`src/rtl/inv_mix_columns_unit.sv`:
```
// Iterative AES InvMixColumns stage with a MixEn/MixRy level handshake.
// Transforms COLS_PER_CYCLE columns of the captured state per clock.
module inv_mix_columns_unit #(
  parameter int unsigned COLS_PER_CYCLE = 1
) (
  input  logic         Clk,
  input  logic         Rst,
  input  logic         MixEn,
  input  logic [127:0] Text,
  output logic         MixRy,
  output logic [127:0] ModifiedText,
  output logic         Busy
);

  localparam logic [1:0] STEP       = 2'(COLS_PER_CYCLE);
  localparam logic [1:0] LAST_START = 2'(4 - COLS_PER_CYCLE);

  typedef enum logic [1:0] {IDLE, CALC, DONE} state_t;

  state_t       state, state_d;
  logic [127:0] work, work_d;
  logic [1:0]   cnt, cnt_d;
  logic         mix_ry_d, busy_d;
  logic [127:0] mod_text_d;

  function automatic logic [7:0] xt(input logic [7:0] b);
    return {b[6:0], 1'b0} ^ (b[7] ? 8'h1b : 8'h00);
  endfunction

  // One column through the inverse matrix, products built from x2/x4/x8 chains.
  function automatic logic [31:0] inv_col(input logic [31:0] c);
    logic [7:0] a [4];
    logic [7:0] x2 [4];
    logic [7:0] x4 [4];
    logic [7:0] x8 [4];
    logic [7:0] m9 [4];
    logic [7:0] mb [4];
    logic [7:0] md [4];
    logic [7:0] me [4];
    for (int r = 0; r < 4; r++) begin
      a[r]  = c[31-8*r -: 8];
      x2[r] = xt(a[r]);
      x4[r] = xt(x2[r]);
      x8[r] = xt(x4[r]);
      m9[r] = x8[r] ^ a[r];
      mb[r] = x8[r] ^ x2[r] ^ a[r];
      md[r] = x8[r] ^ x4[r] ^ a[r];
      me[r] = x8[r] ^ x4[r] ^ x2[r];
    end
    return {me[0] ^ mb[1] ^ md[2] ^ m9[3],
            m9[0] ^ me[1] ^ mb[2] ^ md[3],
            md[0] ^ m9[1] ^ me[2] ^ mb[3],
            mb[0] ^ md[1] ^ m9[2] ^ me[3]};
  endfunction

  function automatic logic [127:0] mix_step(input logic [127:0] w, input logic [1:0] start);
    logic [127:0] r;
    r = w;
    for (int c = 0; c < 4; c++) begin
      if (c >= int'(start) && c < int'(start) + int'(COLS_PER_CYCLE))
        r[127-32*c -: 32] = inv_col(w[127-32*c -: 32]);
    end
    return r;
  endfunction

  always_ff @(posedge Clk) begin
    if (!Rst) begin
      state        <= IDLE;
      work         <= '0;
      cnt          <= '0;
      MixRy        <= 1'b0;
      ModifiedText <= '0;
      Busy         <= 1'b0;
    end else begin
      state        <= state_d;
      work         <= work_d;
      cnt          <= cnt_d;
      MixRy        <= mix_ry_d;
      ModifiedText <= mod_text_d;
      Busy         <= busy_d;
    end
  end

  always_comb begin
    state_d    = state;
    work_d     = work;
    cnt_d      = cnt;
    mix_ry_d   = MixRy;
    mod_text_d = ModifiedText;
    busy_d     = 1'b0;
    unique case (state)
      IDLE: begin
        if (MixEn) begin
          work_d  = Text;
          cnt_d   = '0;
          state_d = CALC;
          busy_d  = 1'b1;
        end
      end
      CALC: begin
        // Dropping MixEn mid-computation discards the partial result.
        if (!MixEn) begin
          state_d = IDLE;
        end else begin
          work_d = mix_step(work, cnt);
          cnt_d  = cnt + STEP;
          if (cnt == LAST_START) begin
            mod_text_d = work_d;
            mix_ry_d   = 1'b1;
            state_d    = DONE;
          end else begin
            busy_d = 1'b1;
          end
        end
      end
      DONE: begin
        if (!MixEn) begin
          mix_ry_d = 1'b0;
          state_d  = IDLE;
        end
      end
      default: state_d = IDLE;
    endcase
  end

endmodule

```
`config.mk`:
```
export PLATFORM = sky130hd
export DESIGN_NAME = inv_mix_columns_unit
export DESIGN_NICKNAME = d
export VERILOG_FILES = /design/src/rtl/inv_mix_columns_unit.sv
export SDC_FILE = /design/constraint.sdc
export NUM_CORES = 1
export LEC_CHECK = 0
export ABC_AREA = 0
export CORE_ASPECT_RATIO = 1.75
export CORE_UTILIZATION = 45
export DETAILED_ROUTE_END_ITERATION = 16
export GPL_TIMING_DRIVEN = 1
export PLACE_DENSITY = 0.67
export SETUP_SLACK_MARGIN = 0.1
export SYNTH_ARGS = -nofsm -noshare
export SYNTH_HDL_FRONTEND = slang
export SYNTH_SLANG_ARGS = --single-unit
```
`constraint.sdc`:
```
create_clock -name Clk -period 3.9 [get_ports Clk]
set_input_delay 0.78 -clock Clk [delete_from_list [all_inputs] [get_ports Clk]]
set_output_delay 0.78 -clock Clk [all_outputs]
set_load 0.01 [all_outputs]
```
### Local utilization

Scale: 1.5 px per um. 16 x 28 tiles, from white (low) to dark blue (high), 0 to 100% covered.
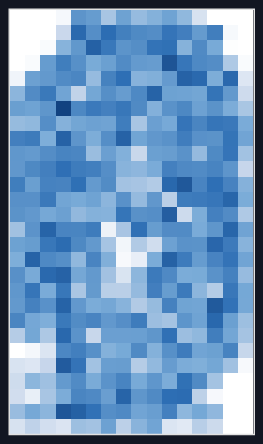
7.1% of the tiles are over 75% full. The fullest tile reaches 93%. The mean over all tiles is 51%. 5.4% of the tiles are nearly empty.
Core ar.: 44300 um2
core utilization at floorplan: 45.7%
utilization after layout: 54.2%

### Clock wiring as the flow saved it

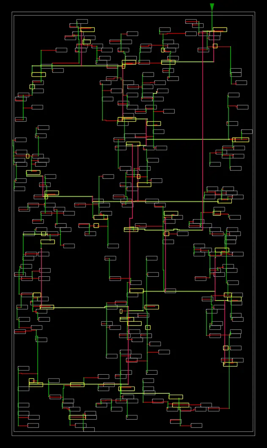
TritonCTS buffer count: 28
num sequential: 262
Fin Clk Skew: 0.00897 ns
later-pin clock latency in the skew report: 0.58 ns
clock network power: 2810 uW

### Signal wires on met1

Scale: 1 px per um. Supply wires on this layer in gray.
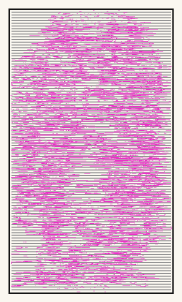
2280 nets have wire on it. The layer carries 25.3 mm of wire. The longest straight run is 58.9 um.
met1 Resource Use GR: 32.0%
routed via count: 16516
post-detailed-routing wire length: 68500 um

### Routed clock nets over the placement

Scale: 1.5 px per um.
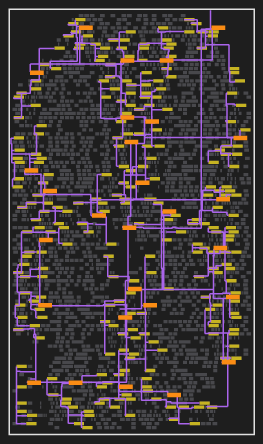
Orange is clock-net drivers, count 28. Purple is clock wires, length 4020 um. Yellow is flip-flops, count 262.
There are 29 routed clock nets. Position of the flops: spread over the die.
clock network power share: 19.0%

### Met3 routing

Scale: 2 px per um.
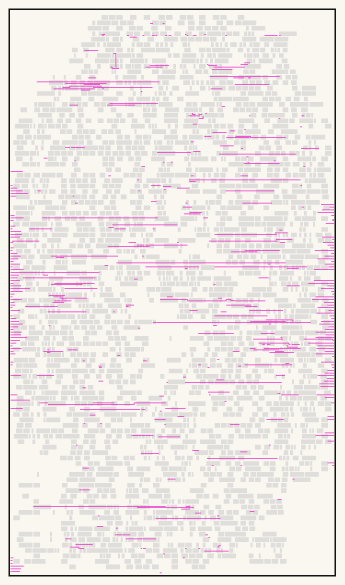
The longest straight run is 84.4 um. The layer carries 2900 um of wire. The layer holds 4.2% of the routed length.

[metrics by stage]
step           util (%)  cell area [um2]  cells
3_3_place_gp       52.1            23100   2906
6_report           54.2            24000   2959
3_5_place_dp       52.1            23100   2906
5_1_grt            54.2            24000   2959
4_1_cts            54.2            24000   2958
2_1_floorplan         -            20200   2264
[logic make-up after synthesis]
kind of cell / count (synthesis) / synth area share (%)
XOR/XNOR: 787 / 41.6
adder cells (fa/ha/maj): 4 / 0.247
AND-OR/OR-AND: 527 / 16.0
multiplexers: 70 / 3.54
buffers and inverters: 250 / 5.11
AND/OR/NAND/NOR: 364 / 7.57
flip-flops: 262 / 25.9
[registers in the layout, indices dropped and copies added, names as in the netlist]
| name | flops |
|---|---|
| MixRy | 1 |
| Busy | 1 |
| ModifiedText | 128 |
| cnt | 2 |
| work | 128 |
| state | 2 |
[metal layers]
layer  track usage [%]  up-vias  share of wire [%]
li1                  -     7791                  -
met2              55.6      551                 52
met5                 0        -              0.045
met4              18.1        4                6.3
met3              2.48      178                4.2
met1              32.0     7992                 37
[power groups by stage]
stage	Clock, uW	Sequential (uW)	Combinational (uW)
after floorplan	0	2910	7100
after global placement	0	3250	8660
after detailed placement	0	3260	8660
after CTS	2870	3200	8730
after global routing	2960	3220	9330
final	2810	3210	8740
[how the worst min path moves through the flow]
stage | slack [ns] | to | depth (start not counted) | startpoint
2_1_floorplan | 0.47 | cnt[1] | 2 | cnt[1]
3_3_place_gp | 0.44 | ModifiedText[1] | 2 | ModifiedText[1]
3_5_place_dp | 0.45 | ModifiedText[20] | 2 | ModifiedText[20]
4_1_cts | 0.45 | ModifiedText[20] | 2 | ModifiedText[20]
5_1_grt | 0.49 | ModifiedText[48] | 2 | ModifiedText[48]
6_report | 0.46 | ModifiedText[20] | 2 | ModifiedText[20]
==> impl_metrics.ini <==
; implementation run metrics
[worst_setup_path]
worst-r2r-cell-count = 6
crit_top_cell = sky130_fd_sc_hd__xnor3_1
startpoint = work[7]
crit_path_end = work[29]
worstSetupPathType = reg2reg
critical_path_arrival_ns = 3.41
critical_path_peak_fanout = 8
max_stage_delay_ns = 0.72
worst_ep_required_time_ns = 4.35

[logic_synthesis]
most_area_hungry_cell_type_in_the_yosys_netlist = sky130_fd_sc_hd__dfxtp_1
registers_synthesis = 262
netlist_area_um2 = 20200
ys_seq_share_pct = 25.9
edf_count = 0
dominantRegCellSynth = sky130_fd_sc_hd__dfxtp_1
ys_chip_area_um2 = 20200
synth_top_cell_by_count = sky130_fd_sc_hd__xnor2_1

[power]
power.share.combinational_pct = 59.2
vdd_ir_drop_max_v = 0.000420
power.share.sequential_pct = 21.7

[grt]
grt_max_degree = 139
first_global_vias = 17186
gr-usage-all-layers_pct = 29.7

[placed_design]
gp_routability_congestion = 0.961
placement.setup.worst_slack_ns = 0.853

[detailed_routing]
final_antenna_net_count = 0
routed_wire_length_per_instance_um = 23.2

[cts]
count_of_hold_buffers_inserted_by_post_cts_repair = 0
cts.repair_timing.setup_buffer_count = 0

[cells_and_area]
layout.filler_cells = 4013
layout_top_cell = sky130_fd_sc_hd__xnor2_1
mostFrequentLayoutCells = 523 x sky130_fd_sc_hd__xnor2_1, 261 x sky130_fd_sc_hd__dfxtp_1, 259 x sky130_fd_sc_hd__clkdlybuf4s50_1
antenna-diode-count = 1
final.signal_buffer_count = 309

[floorplanning]
top_level_ports = 261

[timing]
final_period_minus_worst_setup_slack_ns = 2.96
final-setup-viol-count = 0
holdWs_ns = 0.456
worstMarginPinSlew_ns = 1.11

[hold_path]
hold_path_class = reg2reg

[run_status]
run_status = completed
Power figures rest on the tool's default switching activity, not on a simulated workload.
